==> src/rtl/etapa_ejecucion.sv <==
// MIPS execute stage with the EX/MEM pipeline register.
// Selects the ALU second operand and destination register, computes the ALU
// result and latches it with the store data and MEM/WB control bits.
// Optional feature macro: ETAPA_EJECUCION_OVERFLOW_EN enables signed ADD
// (1101) and SUB (1111) whose signed overflow suppresses the register write.
module etapa_ejecucion #(
  parameter int WIDTH_DATA_MEM        = 32,
  parameter int CANT_REGISTROS        = 32,
  parameter int CANT_BITS_ADDR        = 11,
  parameter int CANT_BITS_REGISTROS   = 32,
  parameter int CANT_BITS_ALU_CONTROL = 4
) (
  input  logic                                i_clock,
  input  logic                                i_soft_reset,
  input  logic                                i_enable_pipeline,
  input  logic [CANT_BITS_ADDR-1:0]           i_adder_pc,
  input  logic [CANT_BITS_REGISTROS-1:0]      i_data_A,
  input  logic [CANT_BITS_REGISTROS-1:0]      i_data_B,
  input  logic [CANT_BITS_REGISTROS-1:0]      i_extension_signo_constante,
  input  logic [$clog2(CANT_REGISTROS)-1:0]   i_reg_rs,
  input  logic [$clog2(CANT_REGISTROS)-1:0]   i_reg_rt,
  input  logic [$clog2(CANT_REGISTROS)-1:0]   i_reg_rd,
  input  logic                                i_RegDst,
  input  logic                                i_RegWrite,
  input  logic                                i_ALUSrc,
  input  logic                                i_MemRead,
  input  logic                                i_MemWrite,
  input  logic                                i_MemtoReg,
  input  logic [CANT_BITS_ALU_CONTROL-1:0]    i_ALUCtrl,
  output logic                                o_RegWrite,
  output logic                                o_MemRead,
  output logic                                o_MemWrite,
  output logic                                o_MemtoReg,
  output logic [WIDTH_DATA_MEM-1:0]           o_result,
  output logic [WIDTH_DATA_MEM-1:0]           o_data_write_to_mem,
  output logic [$clog2(CANT_REGISTROS)-1:0]   o_registro_destino,
  output logic                                o_led
);

  localparam int W  = CANT_BITS_REGISTROS;
  localparam int RW = $clog2(CANT_REGISTROS);

  logic [W-1:0]  op_b_s;
  logic [RW-1:0] dest_s;
  logic [W-1:0]  sum_s;
  logic [W-1:0]  diff_s;
  logic [W-1:0]  alu_s;
  logic          ovf_s;
  logic          unused_s;

  // rs is carried for future forwarding logic and intentionally unused here
  assign unused_s = ^i_reg_rs;

  // Operand, destination and adder/subtractor shared by several ALU codes
  always_comb begin
    op_b_s = i_ALUSrc ? i_extension_signo_constante : i_data_B;
    dest_s = i_RegDst ? i_reg_rd : i_reg_rt;
    sum_s  = i_data_A + op_b_s;
    diff_s = i_data_A - op_b_s;
  end

  // ALU operation select and signed-overflow detection
  always_comb begin
    alu_s = {W{1'b0}};
    ovf_s = 1'b0;
    case (i_ALUCtrl)
      4'b0000: alu_s = i_data_A & op_b_s;
      4'b0001: alu_s = i_data_A | op_b_s;
      4'b0010: alu_s = sum_s;
      4'b0011: alu_s = i_data_A ^ op_b_s;
      4'b0100: alu_s = ~(i_data_A | op_b_s);
      4'b0101: alu_s = diff_s;
      4'b0110: alu_s = {{(W-1){1'b0}}, (i_data_A < op_b_s)};
      4'b0111: alu_s = {{(W-1){1'b0}}, ($signed(i_data_A) < $signed(op_b_s))};
      4'b1000: alu_s = {op_b_s[15:0], 16'h0000};
      4'b1001: alu_s = op_b_s << i_data_A[4:0];
      4'b1010: alu_s = op_b_s >> i_data_A[4:0];
      4'b1011: alu_s = $signed(op_b_s) >>> i_data_A[4:0];
      4'b1100: alu_s = i_data_A;
      4'b1110: alu_s = {{(W-CANT_BITS_ADDR){1'b0}}, i_adder_pc};
`ifdef ETAPA_EJECUCION_OVERFLOW_EN
      4'b1101: begin
        alu_s = sum_s;
        ovf_s = (i_data_A[W-1] == op_b_s[W-1]) && (sum_s[W-1] != i_data_A[W-1]);
      end
      4'b1111: begin
        alu_s = diff_s;
        ovf_s = (i_data_A[W-1] != op_b_s[W-1]) && (diff_s[W-1] != i_data_A[W-1]);
      end
`else
      4'b1101: alu_s = sum_s;
      4'b1111: alu_s = diff_s;
`endif
      default: alu_s = {W{1'b0}};
    endcase
  end

  // EX/MEM pipeline register: async clear, loads only when the pipeline advances
  always_ff @(posedge i_clock or posedge i_soft_reset) begin
    if (i_soft_reset) begin
      o_RegWrite          <= 1'b0;
      o_MemRead           <= 1'b0;
      o_MemWrite          <= 1'b0;
      o_MemtoReg          <= 1'b0;
      o_result            <= {WIDTH_DATA_MEM{1'b0}};
      o_data_write_to_mem <= {WIDTH_DATA_MEM{1'b0}};
      o_registro_destino  <= {RW{1'b0}};
      o_led               <= 1'b0;
    end else if (i_enable_pipeline) begin
      o_RegWrite          <= i_RegWrite & ~ovf_s;
      o_MemRead           <= i_MemRead;
      o_MemWrite          <= i_MemWrite;
      o_MemtoReg          <= i_MemtoReg;
      o_result            <= alu_s;
      o_data_write_to_mem <= i_data_B;
      o_registro_destino  <= dest_s;
      o_led               <= (alu_s == {W{1'b0}});
    end else begin
      o_RegWrite          <= o_RegWrite;
      o_MemRead           <= o_MemRead;
      o_MemWrite          <= o_MemWrite;
      o_MemtoReg          <= o_MemtoReg;
      o_result            <= o_result;
      o_data_write_to_mem <= o_data_write_to_mem;
      o_registro_destino  <= o_registro_destino;
      o_led               <= o_led;
    end
  end

endmodule

==> config.mk <==
export PLATFORM = sky130hd
export DESIGN_NAME = etapa_ejecucion
export DESIGN_NICKNAME = d
export VERILOG_FILES = /design/src/rtl/etapa_ejecucion.sv
export SDC_FILE = /design/constraint.sdc
export NUM_CORES = 1
export LEC_CHECK = 0
export CORE_ASPECT_RATIO = 0.7
export CORE_MARGIN = 3
export CORE_UTILIZATION = 32
export CTS_BUF_LIST = sky130_fd_sc_hd__clkbuf_4 sky130_fd_sc_hd__clkbuf_8 sky130_fd_sc_hd__clkbuf_16
export CTS_CLUSTER_DIAMETER = 200
export DETAILED_ROUTE_END_ITERATION = 7
export SETUP_SLACK_MARGIN = 0.02
export SLEW_MARGIN = 20
export SYNTH_ARGS = -nofsm -noshare
export SYNTH_HDL_FRONTEND = slang
export SYNTH_SLANG_ARGS = --single-unit
==> constraint.sdc <==
create_clock -name i_clock -period 2.25 [get_ports i_clock]
set_clock_uncertainty 0.15 [all_clocks]
set_input_delay 0.225 -clock i_clock [delete_from_list [all_inputs] [get_ports i_clock]]
set_output_delay 0.225 -clock i_clock [all_outputs]
set_load 0.03 [all_outputs]
Cell placement:
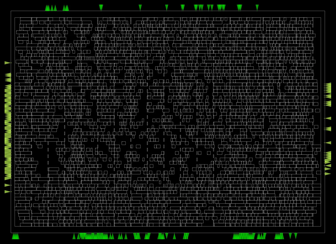
tap cells: 594
sequential fraction of total cell area: 6.71%
Row Count: 64

M1 wires:
Scale: 2 px per um. Supply wires on this layer in gray.
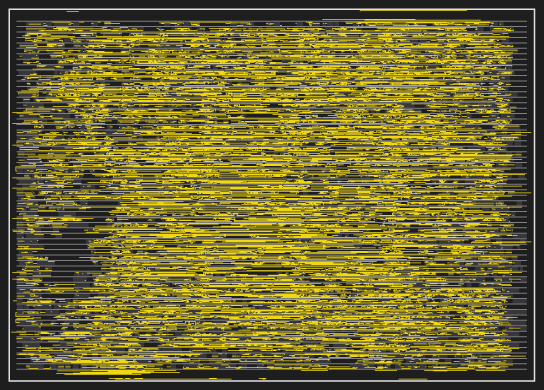
share of all routed wire: 43%
nets with wire on the layer: 2911
vias post-DR: 21800
routing usage on met1: 60.9%
Total Wirelength: 104000 um

[layout make-up]
class | count | area share [%]
diodes | 1 | 0.00906
clock buffers | 10 | 0.865
clock inverters | 5 | 0.372
inverters | 101 | 1.49
multi-input cells | 1585 | 51.9
flip-flops and latches | 74 | 6.71
well taps | 594 | 2.69
repair buffers | 1143 | 36.0
[per-stage QoR]
step | util (%) | worst slack (ps)
floorplan | - | -1960
global placement | 53.0 | -3040
detailed placement | 53.0 | -3000
CTS | 59.5 | -1510
global route | 62.1 | -1710
finish | 62.1 | -1560
[worst max-delay path: cells and delay by family]
family          cells  cell delay [ps]
simple gates        4             1370
buf+inv             6              890
compound gates      3              800
fa+ha+maj           1              360
mux                 2              320
[flip-flops by register name (all words and copies together) (netlist names)]
| signal | flops |
|---|---|
| o_MemtoReg | 1 |
| o_MemRead | 1 |
| o_MemWrite | 1 |
| o_registro_destino | 5 |
| o_data_write_to_mem | 32 |
| o_result | 32 |
| o_RegWrite | 1 |
| o_led | 1 |
[logic make-up (layout without fill, tap and decap cells)]
kind of cell | count (synthesis) | after routing | share of synthesized area [%]
other cells | 0 | 1 | 0
fa+ha+maj | 100 | 100 | 8.64
xor+xnor | 12 | 12 | 0.717
buf+inv | 256 | 1259 | 7.18
mux | 260 | 260 | 22.2
simple gates | 604 | 604 | 20.2
compound gates | 609 | 609 | 28.5
flops | 74 | 74 | 12.6
[repair_timing]
item / 4_1_cts / 5_1_grt
gates resized: 487 / 197
pin swaps: 129 / 96
buffers inserted: 85 / 43
hold buffers: 0 / 0
setup endpoints to repair: 33 / 33
gates cloned: 2 / 1
[layer usage]
metal	track usage (%)	vias up
li1	-	9338
met1	60.9	10800
met2	55.1	1532
met3	15.0	191
met4	13.8	0
met5	0	-
==> flow_metrics.env <==
# yosys + openroad results
export IMPL_clock_power_share_pct=14.4
export IMPL_final_period_minus_worst_setup_slack_ps=3810
export IMPL_synth_cell_types=96
export IMPL_fillers=3861
export IMPL_portBuffers=203
export IMPL_met2RoutedLength_um=39400
export IMPL_yosys_stat_area_um2=14700
export IMPL_slew_limit_headroom_pct=31.6
export IMPL_comb_pwr_mw=8.93
export IMPL_synth_top_cell_area_share_pct=12.6
export IMPL_fp_dieH_um=185
export IMPL_power_share_switching_pct=44.8
export IMPL_layout_cells_non_filler=3513
export IMPL_clockNetworkPower_mw=1.77
export IMPL_top_cells_by_count="sky130_fd_sc_hd__nand2_1, sky130_fd_sc_hd__nor2_1, sky130_fd_sc_hd__a21oi_1"
export IMPL_seq_area_um2=1850
export IMPL_post_synth_main_area_contributors="sky130_fd_sc_hd__dfrtp_1, sky130_fd_sc_hd__mux2i_1, sky130_fd_sc_hd__ha_1"
export IMPL_timing_final_ws_setup_ps=-1560
export IMPL_required_arrival_time_at_the_worst_endpoint_ps=2390
export IMPL_final_min_period_over_clock_period_pct=170
export IMPL_final_layout_size_suffix_gt1_share_pct=50.1
export IMPL_worst_ir_drop_vdd_mv=0.611
export IMPL_finalSetupViolCount=33
export IMPL_outcome="complete, but fails checks"
export IMPL_synth_edff_count=0
export IMPL_synth_top_cell_by_count="sky130_fd_sc_hd__nand2_1"
export IMPL_setup_worst_path_start_class="input port"
export IMPL_final_common_cell="sky130_fd_sc_hd__buf_4"
export IMPL_synthesis_instances=1915
export IMPL_totalPowerFinal_mw=12.3
export IMPL_reg2reg_from="o_result[31]$_DFFE_PP0P_"
export IMPL_combinational_fraction_of_design_power_pct=72.4
export IMPL_layout_area_comb_um2=14300
export IMPL_average_wire_per_cell_in_the_routed_design_um=29.5
export IMPL_slowest_delay_ps=550
export IMPL_violations="setup timing"
export IMPL_mostFrequentLayoutCells="sky130_fd_sc_hd__buf_4, sky130_fd_sc_hd__nand2_1, sky130_fd_sc_hd__nor2_1, sky130_fd_sc_hd__clkdlybuf4s50_1, sky130_fd_sc_hd__mux2i_1"
export IMPL_synth_area_per_cell_um2=7.66
export IMPL_clock_latency_late_pin_ps=380
export IMPL_fin_tns_setup_ps=-30840
export IMPL_slew_of_the_pin_with_the_lowest_slew_margin_ps=1030
export IMPL_slew_viol_final=0
export IMPL_power_static_leakage_nw=12.2
export IMPL_dieArea_um2=48500
export IMPL_critPathCapture="o_led$_DFFE_PP0P_"
export IMPL_clk_pin_slew_worst_paths_ps=60
export IMPL_cts_buffers_inserted=9
export IMPL_drt_met1_wl_um=45000
export IMPL_grt_first_pass_wirelength_um=146000
export IMPL_route_detailed_vias_per_inst=6.21
export IMPL_power_density_nw_per_um2=447
export IMPL_areaGrowthSynthToFinish_pct=88.4
export IMPL_timing_critical_path_to_type="flop"
export IMPL_floorplan_initialDensity_pct=33.0
export IMPL_critical_path_arrival_ps=3960
export IMPL_origin_of_the_worst_setup_path="i_ALUSrc"
export IMPL_timing_reg2reg_worst_path_depth=1
export IMPL_path_max_fanout=10
export IMPL_timing_rr_end="o_result[31]$_DFFE_PP0P_"
export IMPL_hold_viol_final=0
export IMPL_timing_critical_path_slowest_stage_cell="sky130_fd_sc_hd__nor4b_1"
export IMPL_fmaxAchievable_ghz=0.262
